[src/rtl/oclib_async_req_arbiter_pkg.sv]
// oclib_async_req_arbiter_pkg: shared types and helpers
// for the async request arbiter.
package oclib_async_req_arbiter_pkg;

  typedef enum logic [1:0] {
    IDLE      = 2'd0,
    ISSUE     = 2'd1,
    WAIT_DONE = 2'd2,
    RELEASE   = 2'd3
  } arb_state_e;

  function automatic int id_width(input int n);
    return (n > 1) ? $clog2(n) : 1;
  endfunction

endpackage

[src/rtl/oclib_async_req_arbiter_rr_pick.sv]
// oclib_rr_pick: combinational round-robin picker.
// Returns first set bit of eligible at or above ptr, wrapping.
module oclib_rr_pick #(
  parameter int N   = 4,
  parameter int IdW = 2
) (
  input  logic [N-1:0]   eligible,
  input  logic [IdW-1:0] ptr,
  output logic           any,
  output logic [IdW-1:0] index
);

  int idx;

  // scan from farthest to nearest so the nearest hit wins
  always_comb begin
    any   = 1'b0;
    index = '0;
    idx   = 0;
    for (int i = N - 1; i >= 0; i--) begin
      idx = (int'(ptr) + i) % N;
      if (eligible[idx[IdW-1:0]]) begin
        any   = 1'b1;
        index = idx[IdW-1:0];
      end
    end
  end

endmodule

[src/rtl/oclib_synchronizer.sv]
// oclib_synchronizer: multi-flop level synchronizer bank.
// SyncCycles = 0 bypasses the flops for same-clock sources.
module oclib_synchronizer #(
  parameter int Width      = 1,
  parameter int SyncCycles = 3
) (
  input  logic             clock,
  input  logic             resetn,
  input  logic [Width-1:0] in_async,
  output logic [Width-1:0] out_sync
);

  if (SyncCycles == 0) begin : g_bypass
    logic unused_clk_rst;
    assign unused_clk_rst = clock ^ resetn;
    assign out_sync = in_async;
  end else begin : g_sync
    logic [Width-1:0] stage [SyncCycles];

    // shift the async levels through the flop chain
    always_ff @(posedge clock or negedge resetn) begin
      if (!resetn) begin
        for (int k = 0; k < SyncCycles; k++) begin
          stage[k] <= '0;
        end
      end else begin
        stage[0] <= in_async;
        for (int k = 1; k < SyncCycles; k++) begin
          stage[k] <= stage[k-1];
        end
      end
    end

    assign out_sync = stage[SyncCycles-1];
  end

endmodule

[src/rtl/oclib_async_req_arbiter.sv]
// oclib_async_req_arbiter: shares one resource among async requesters.
// Define OCLIB_ASYNC_REQ_ARBITER_TIMEOUT_EN for the op_done watchdog.
module oclib_async_req_arbiter
  import oclib_async_req_arbiter_pkg::*;
#(
  parameter int Requesters    = 4,
  parameter int SyncCycles    = 3,
  parameter int TimeoutCycles = 1024,
  localparam int IdW = id_width(Requesters)
) (
  input  logic                  clock,
  input  logic                  resetn,
  input  logic [Requesters-1:0] req_async,
  output logic [Requesters-1:0] ack,
  output logic                  op_valid,
  output logic [IdW-1:0]        op_id,
  input  logic                  op_ready,
  input  logic                  op_done,
  output logic                  op_error,
  output logic                  busy
);

  arb_state_e state_q, state_d;

  logic [Requesters-1:0] req_sync;
  logic [Requesters-1:0] eligible;
  logic [Requesters-1:0] ack_q, ack_d;
  logic                  valid_q, valid_d;
  logic [IdW-1:0]        id_q, id_d;
  logic [IdW-1:0]        ptr_q, ptr_d;
  logic                  pick_any;
  logic [IdW-1:0]        pick_idx;

  oclib_synchronizer #(
    .Width      (Requesters),
    .SyncCycles (SyncCycles)
  ) u_sync (
    .clock    (clock),
    .resetn   (resetn),
    .in_async (req_async),
    .out_sync (req_sync)
  );

  assign eligible = req_sync & ~ack_q;

  oclib_rr_pick #(
    .N   (Requesters),
    .IdW (IdW)
  ) u_pick (
    .eligible (eligible),
    .ptr      (ptr_q),
    .any      (pick_any),
    .index    (pick_idx)
  );

`ifdef OCLIB_ASYNC_REQ_ARBITER_TIMEOUT_EN
  logic [31:0] timer_q, timer_d;
  logic        err_q, err_d;
  logic        timeout_hit;

  assign timeout_hit = (timer_q >= 32'(TimeoutCycles - 1));
  assign op_error    = err_q;
`else
  logic [31:0] unused_timeout;
  assign unused_timeout = 32'(TimeoutCycles);
  assign op_error       = 1'b0;
`endif

  // next-state and output decode
  always_comb begin
    state_d = state_q;
    ack_d   = ack_q;
    valid_d = valid_q;
    id_d    = id_q;
    ptr_d   = ptr_q;
`ifdef OCLIB_ASYNC_REQ_ARBITER_TIMEOUT_EN
    timer_d = timer_q;
    err_d   = 1'b0;
`endif
    unique case (state_q)
      IDLE: begin
        if (pick_any) begin
          id_d    = pick_idx;
          valid_d = 1'b1;
          state_d = ISSUE;
          if (int'(pick_idx) == Requesters - 1) begin
            ptr_d = '0;
          end else begin
            ptr_d = pick_idx + 1'b1;
          end
        end
      end
      ISSUE: begin
        if (op_ready) begin
          valid_d = 1'b0;
          state_d = WAIT_DONE;
`ifdef OCLIB_ASYNC_REQ_ARBITER_TIMEOUT_EN
          timer_d = '0;
`endif
        end
      end
      WAIT_DONE: begin
        if (op_done) begin
          ack_d[id_q] = 1'b1;
          state_d     = RELEASE;
`ifdef OCLIB_ASYNC_REQ_ARBITER_TIMEOUT_EN
        end else if (timeout_hit) begin
          ack_d[id_q] = 1'b1;
          err_d       = 1'b1;
          state_d     = RELEASE;
        end else begin
          timer_d = timer_q + 32'd1;
`endif
        end
      end
      RELEASE: begin
        if (!req_sync[id_q]) begin
          ack_d[id_q] = 1'b0;
          state_d     = IDLE;
        end
      end
      default: state_d = IDLE;
    endcase
  end

  // state and output registers
  always_ff @(posedge clock or negedge resetn) begin
    if (!resetn) begin
      state_q <= IDLE;
      ack_q   <= '0;
      valid_q <= 1'b0;
      id_q    <= '0;
      ptr_q   <= '0;
    end else begin
      state_q <= state_d;
      ack_q   <= ack_d;
      valid_q <= valid_d;
      id_q    <= id_d;
      ptr_q   <= ptr_d;
    end
  end

`ifdef OCLIB_ASYNC_REQ_ARBITER_TIMEOUT_EN
  // watchdog counter and error pulse
  always_ff @(posedge clock or negedge resetn) begin
    if (!resetn) begin
      timer_q <= '0;
      err_q   <= 1'b0;
    end else begin
      timer_q <= timer_d;
      err_q   <= err_d;
    end
  end
`endif

  assign ack      = ack_q;
  assign op_valid = valid_q;
  assign op_id    = id_q;
  assign busy     = (state_q != IDLE);

endmodule

[config.mk]
export PLATFORM = sky130hd
export DESIGN_NAME = oclib_async_req_arbiter
export DESIGN_NICKNAME = d
export VERILOG_FILES = /design/src/rtl/oclib_async_req_arbiter_pkg.sv /design/src/rtl/oclib_async_req_arbiter_rr_pick.sv /design/src/rtl/oclib_synchronizer.sv /design/src/rtl/oclib_async_req_arbiter.sv
export SDC_FILE = /design/constraint.sdc
export NUM_CORES = 1
export LEC_CHECK = 0
export CAP_MARGIN = 15
export CORE_MARGIN = 5
export CORE_UTILIZATION = 30
export CTS_CLUSTER_SIZE = 10
export DETAILED_ROUTE_END_ITERATION = 6
export DONT_BUFFER_PORTS = 1
export PLACE_DENSITY_LB_ADDON = 0.15
export SYNTH_ARGS = -nofsm -noshare
export SYNTH_HDL_FRONTEND = slang
export SYNTH_SLANG_ARGS = --single-unit
[constraint.sdc]
create_clock -name clock -period 4.5 [get_ports clock]
set_clock_uncertainty 0.05 [all_clocks]
set_input_delay 0.9 -clock clock [delete_from_list [all_inputs] [get_ports clock]]
set_output_delay 0.9 -clock clock [all_outputs]
set_load 0.05 [all_outputs]
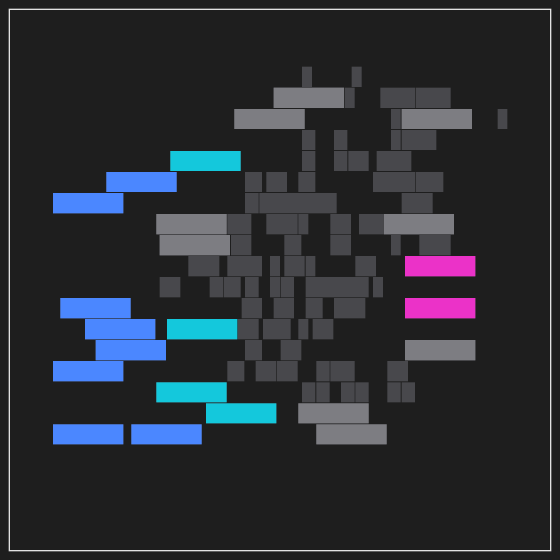
Fig. 1. Sequential cells grouped by signal name (run 1).
Other sequential cells in the stronger gray, the rest of the logic in the fainter gray.
color	name in the netlist	placed flops
magenta	op_id	2
blue	u_sync.g_sync.stage	8
cyan	u_sync.out_sync	4
not colored	9

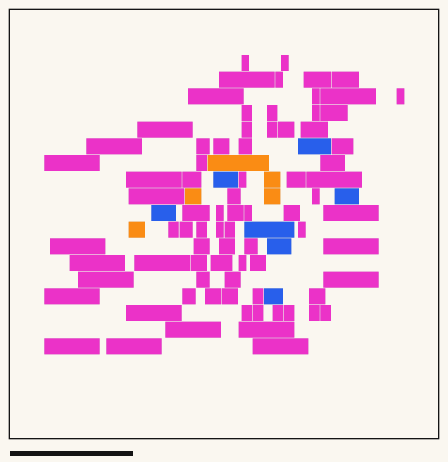
Fig. 2. Cell sizes after repair (run 1).
Bar = 20 µm.
color	size	cells	share	most used
orange	x3 and x4	5	5.4%	clkbuf_4
blue	x2	7	7.6%	mux2_2
magenta	x1 and smaller	80	87%	dfrtp_1
Layout area overhead: 7.10%
Finished Cell Area: 0.00115 mm²

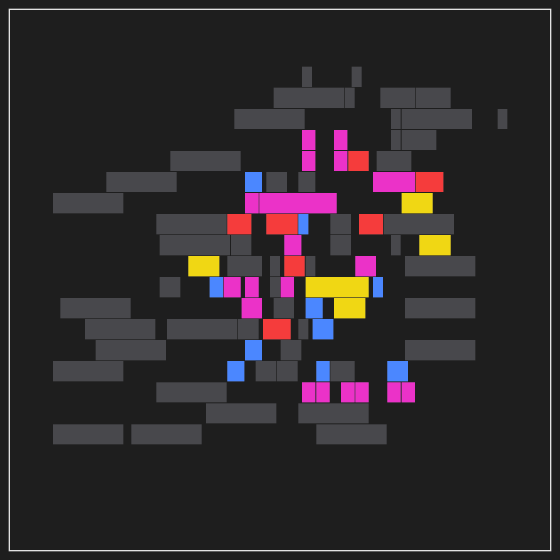
Fig. 3. Gate-type map (run 1).
color	family	cells
magenta	aoi and oai cells	19
blue	nand cells	10
yellow	mux cells	5
red	non-inverting ao/oa cells	7
most frequent logic cell in the layout: dfrtp_1
Comb/total area: 40.4%
final non-filler cell total: 138

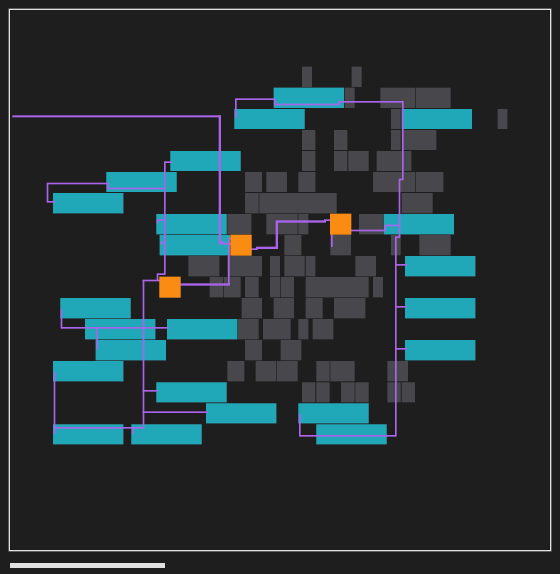
Fig. 4. Clock wires, drivers and flops (run 1).
Bar = 20 µm.
[cyan] flip-flops | count: 23
[orange] clock-net drivers | count: 3
[purple] clock wires | length: 287 µm
routed clock nets	4
clk pwr: 98.1 µW
clk latency late pin: 0.31 ns
Clock Power Share: 11.4%

==> flow_metrics.tcl, run 1 <==
# collected from the flow reports
set metrics [dict create \
    outcome "finished clean" \
    critPathRequiredTime_ns 3.55 \
    crit_chain "inv_1 > ha_1 > inv_1" \
    routed.top_layer "met4" \
    power.sequential.fraction_pct 51.3 \
    fin_nets 106 \
    combPwrFrac_pct 37.3 \
    ios 17 \
    ant_nets 0 \
    numCtsBuffers 3 \
    row_count 21 \
    yosys-stat-cells 90 \
    track_usage_pct 9.22 \
    overflow 0 \
    fin_setup_tns_ns 0 \
    crit_family "buffers and inverters" \
    synthAoiAreaFrac_pct 18.5 \
    fa_ha_area_share_pct 5.82 \
    dr_wl_met2_um 1010 \
    fp_util_pct 31.7 \
    layout-drive-gt1-share_pct 13.0 \
    worst_slew_pin_slew_ns 0.634 \
    hold_class "in -> async" \
    drtIter0Drc 10 \
    synthDistinctLibCells 32 \
    num_vias 689 \
    fin_util_pct 34.0 \
    core_area_mm2 0.00339 \
    setup_violations 0 \
    synthTopCellsByArea "dfrtp_1, ha_1, o21ai_0" \
    wl_met1_um 979 \
    synth_area_per_cell_um2 11.9 \
    synth_area_mm2 0.00107 \
    synth.cellmix.xorXnorShare_pct 0 \
    critPathSlowestCell "dfrtp_1" \
    layout_setup_ws_ns 2.06 \
    fp.dieH_um 69.9 \
    slew_viol_final 0 \
    mostFrequentLayoutCells "dfrtp_1, o21ai_0, inv_1" \
    slew-limit-headroom_pct 57.7 \
    hold_viol 0 \
    yosysTopAreaCell "dfrtp_1" \
    post-route-min-period_ns 2.44 \
    grt_pass1_vias 702 \
    fmax_ghz 0.409 \
    rsz0062_at_grt "false" \
    viasPerCell 4.99 \
    seq_cell_power_uw 442 \
    vdd_drop_max_mv 0.180 \
    antenna_found_initial 0 \
    sw_frac_of_total_pct 48.0 \
    cts.sinks 23 \
    max-cap-violations 0 \
]
## run 1: per-layer routing
layer  up-vias  GRT usage, %
li1        327             -
met1       346          11.3
met2        14          14.4
met3         2          4.02
met4         0          3.19
met5         -             0
## run 1: final timing paths
check / from / endpoint / slack (ns) / cells past startpoint
max: state_q[0]$_DFFE_PN0P_ / busy / 2.06 / 3
min in group clock: u_sync.g_sync.stage[9]$_DFF_PN0_ / u_sync.g_sync.stage[5]$_DFF_PN0_ / 0.31 / 0
max in group asynchronous: resetn / u_sync.out_sync[1]$_DFF_PN0_ / 4.12 / 0
min reg2reg: u_sync.g_sync.stage[9]$_DFF_PN0_ / u_sync.g_sync.stage[5]$_DFF_PN0_ / 0.31 / 0
max reg2reg: op_id[1]$_DFFE_PN0P_ / state_q[1]$_DFFE_PN0P_ / 2.18 / 4
min: resetn / asynchronous set/reset pin / 0.21 / 0
## run 1: cell type report
type	count	area [µm²]	share of cell area, %
sequential	23	576	50.0
multi-input combinational	59	465	40.4
tap	46	57.6	5.00
clock buffer	3	22.5	1.96
inverter	6	22.5	1.96
clock inverter	1	7.51	0.652
## run 1: synth_stat cells
cell	number
dfrtp_1	23
o21ai_0	10
inv_1	6
ha_1	5
and2b_1	4
nand2b_1	4
nor2_1	4
a21oi_1	3
mux2_2	3
nand2_1	2
nand3_1	2
nand3b_1	2
nor3b_1	2
o32a_1	2
a211oi_1	1
a21o_1	1
a221oi_2	1
a22o_1	1
a31oi_1	1
buf_4	1
clkbuf_1	1
conb_1	1
mux2_1	1
mux4_2	1
nor4_1	1
o21a_1	1
o221a_2	1
o22a_1	1
o22ai_1	1
o31ai_1	1
o41ai_4	1
or3b_2	1
## run 1: worst register-to-register path, delay by kind of cell, from the launching register on
kind | cells | cell delay, ns
compound gates | 2 | 0.47
mux | 2 | 0.94
flops | 1 | 0.77
--- run 2 (diff from run 1) ---
==> constraint.sdc (replaced) <==
create_clock -name clock -period 2 [get_ports clock]
set_clock_uncertainty 0.05 [all_clocks]
set_input_delay 0.4 -clock clock [delete_from_list [all_inputs] [get_ports clock]]
set_output_delay 0.4 -clock clock [all_outputs]
set_load 0.05 [all_outputs]
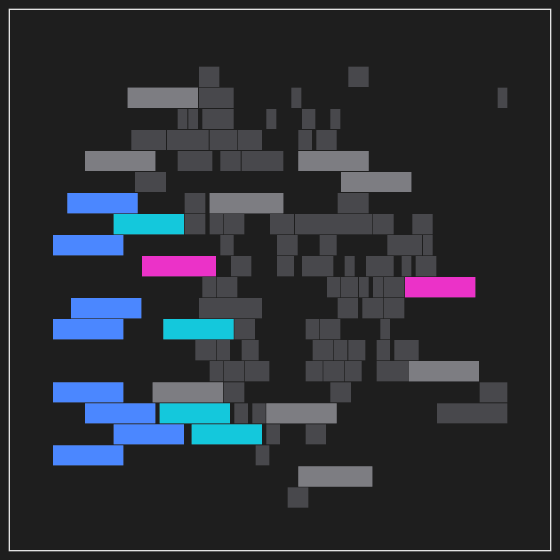
Fig. 5. Sequential cells grouped by signal name (run 2).
Other sequential cells in the stronger gray, the rest of the logic in the fainter gray.
color	name in the netlist	placed flops
magenta	op_id	2
blue	u_sync.g_sync.stage	8
cyan	u_sync.out_sync	4
not colored	9
sequential cell area share: 45.3%
final core utilization: 37.8%

==> flow_metrics.tcl, run 2 <==
# collected from the flow reports
set metrics [dict create \
    p_clk_share_pct 10.2 \
    syn_to_final_growth_pct 19.1 \
    post-route-min-period_ns 1.90 \
    rr_startpoint "u_sync.out_sync[0]$_DFF_PN0_" \
    ios 17 \
    critPathRequiredTime_ns 2.15 \
    fp_util_pct 31.7 \
    ys_seq_elements 23 \
    vdd_drop_max_mv 0.502 \
    top_cell "dfrtp_1" \
    seq_cell_power_uw 713 \
    edf_count 0 \
    dr_wl_met2_um 1040 \
    grt_pass1_vias 816 \
    ys.flop_type "dfrtp_1" \
    synthTopCellsByArea "dfrtp_1, ha_1, o21ai_0" \
    flop_area_um2 579 \
    hold_class "in -> reg" \
    slew_viol_final 0 \
    synthDistinctLibCells 32 \
    layout_setup_ws_ns 0.101 \
    dpl.cell_count 144 \
    fp.dieH_um 69.9 \
    logic_area_um2 469 \
    max-cap-violations 0 \
    synth_area_mm2 0.00107 \
    met1_usage_pct 12.0 \
    critPathSlowestCell "mux4_2" \
    top_usage_layer "met2" \
    async_reset_ff_share_pct 100 \
    mostFrequentLayoutCells "dfrtp_1, buf_4, o21ai_0" \
    overflow 0 \
    finalInstanceArea_mm2 0.00128 \
    layout-drive-gt1-share_pct 28.6 \
    startpoint "u_sync.out_sync[0]$_DFF_PN0_" \
    worstHoldStart "req_async[0]" \
    hold_viol 0 \
    rsz0062_at_grt "false" \
    routed.top_layer "met4" \
    setup_violations 0 \
    ant_nets 0 \
    p_leak_nw 0.551 \
    yosysTopAreaCell "dfrtp_1" \
    outcome "finished clean" \
    num_vias 762 \
    fin_hold_ws_ns 0.0424 \
    clkLatencyLatePin_ns 0.31 \
    synthTopCellsByCount "dfrtp_1, o21ai_0, inv_1" \
    synth_area_per_cell_um2 11.9 \
    power.sequential.fraction_pct 33.3 \
    yosys-stat-cells 90 \
    grt_use_met2_pct 15.3 \
    combPwrFrac_pct 56.5 \
    viasPerCell 5.05 \
    lay_top_count "dfrtp_1" \
    row_count 21 \
    sw_frac_of_total_pct 45.6 \
    fin_nets 119 \
    fillers 331 \
    wl_met1_um 927 \
    crit_chain "mux4_2 > a22o_1 > a221oi_2 > mux2_1" \
]
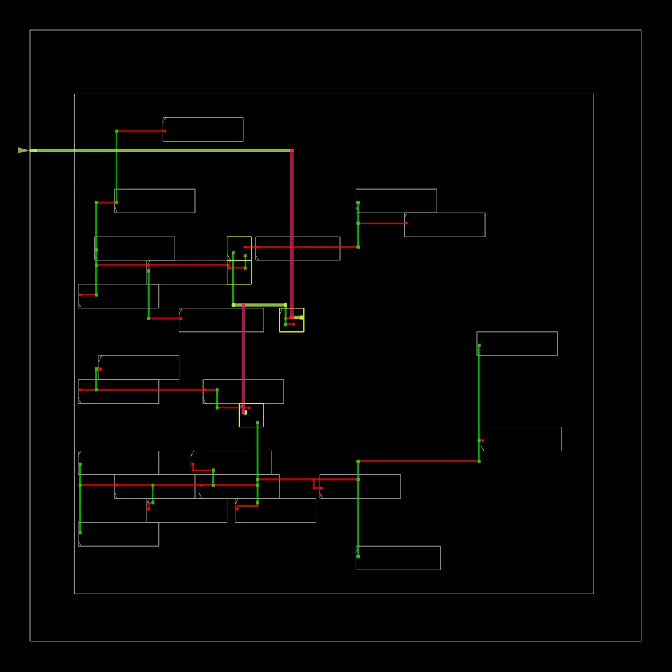
Fig. 6. Clock wiring as the flow saved it (run 2).
clock sinks: 23
flip-flops: 23
TritonCTS Buffers: 3
layout clock buffer count: 3
clk pwr: 218 µW

## run 2: cell counts after synthesis
Identical to the previous run, type by type.
## run 2: path summary, 6_finish.rpt
path,cells after the start,slack (ns),end
min reg2reg,0,0.31,u_sync.out_sync[1]$_DFF_PN0_
max in group asynchronous,2,1.20,asynchronous set/reset pin
min,0,0.04,u_sync.g_sync.stage[8]$_DFF_PN0_
max,4,0.10,state_q[1]$_DFFE_PN0P_
max reg2reg,4,0.10,state_q[1]$_DFFE_PN0P_
min in group asynchronous,1,0.28,ptr_q[0]$_DFFE_PN0P_
## run 2: area by class of cell
type	instances	area share, %
Multi-Input combinational cell	59	36.7
Timing Repair Buffer	13	9.19
Tap cell	46	4.50
Sequential cell	23	45.3
Clock buffer	3	1.76
Clock inverter	1	0.587
Inverter	6	2.05
## run 2: metrics by stage
| stage | setup TNS (ns) | total power, mW |
|---|---|---|
| 2_1_floorplan | -0.00284 | 1.57 |
| 3_3_place_gp | 0 | 1.88 |
| 3_5_place_dp | 0 | 1.90 |
| 4_1_cts | 0 | 2.15 |
| 5_1_grt | 0 | 2.32 |
| 6_report | 0 | 2.14 |
## run 2: cells by family (layout without fill, tap and decap cells)
kind of cell / after synthesis / in the layout / share of synthesized area, %
AOI/OAI and AO/OA: 26 / 26 / 18.5
adders and majority gates: 5 / 5 / 5.82
and+or+nand+nor: 22 / 22 / 12.3
buffers and inverters: 8 / 23 / 3.14
other: 1 / 1 / 0.349
DFF: 23 / 23 / 53.6
muxes: 5 / 5 / 6.29
## run 2: timing repair
| action | in CTS | in global routing |
|---|---|---|
| endpoints found under the setup margin | 0 | 2 |
| resized | 0 | 2 |
| hold buffers | 1 | 0 |
| buffers inserted | 0 | 1 |
| hold endpoints to repair | 23 | 0 |
No activity file was given, so power comes from the tool's default toggle rates.
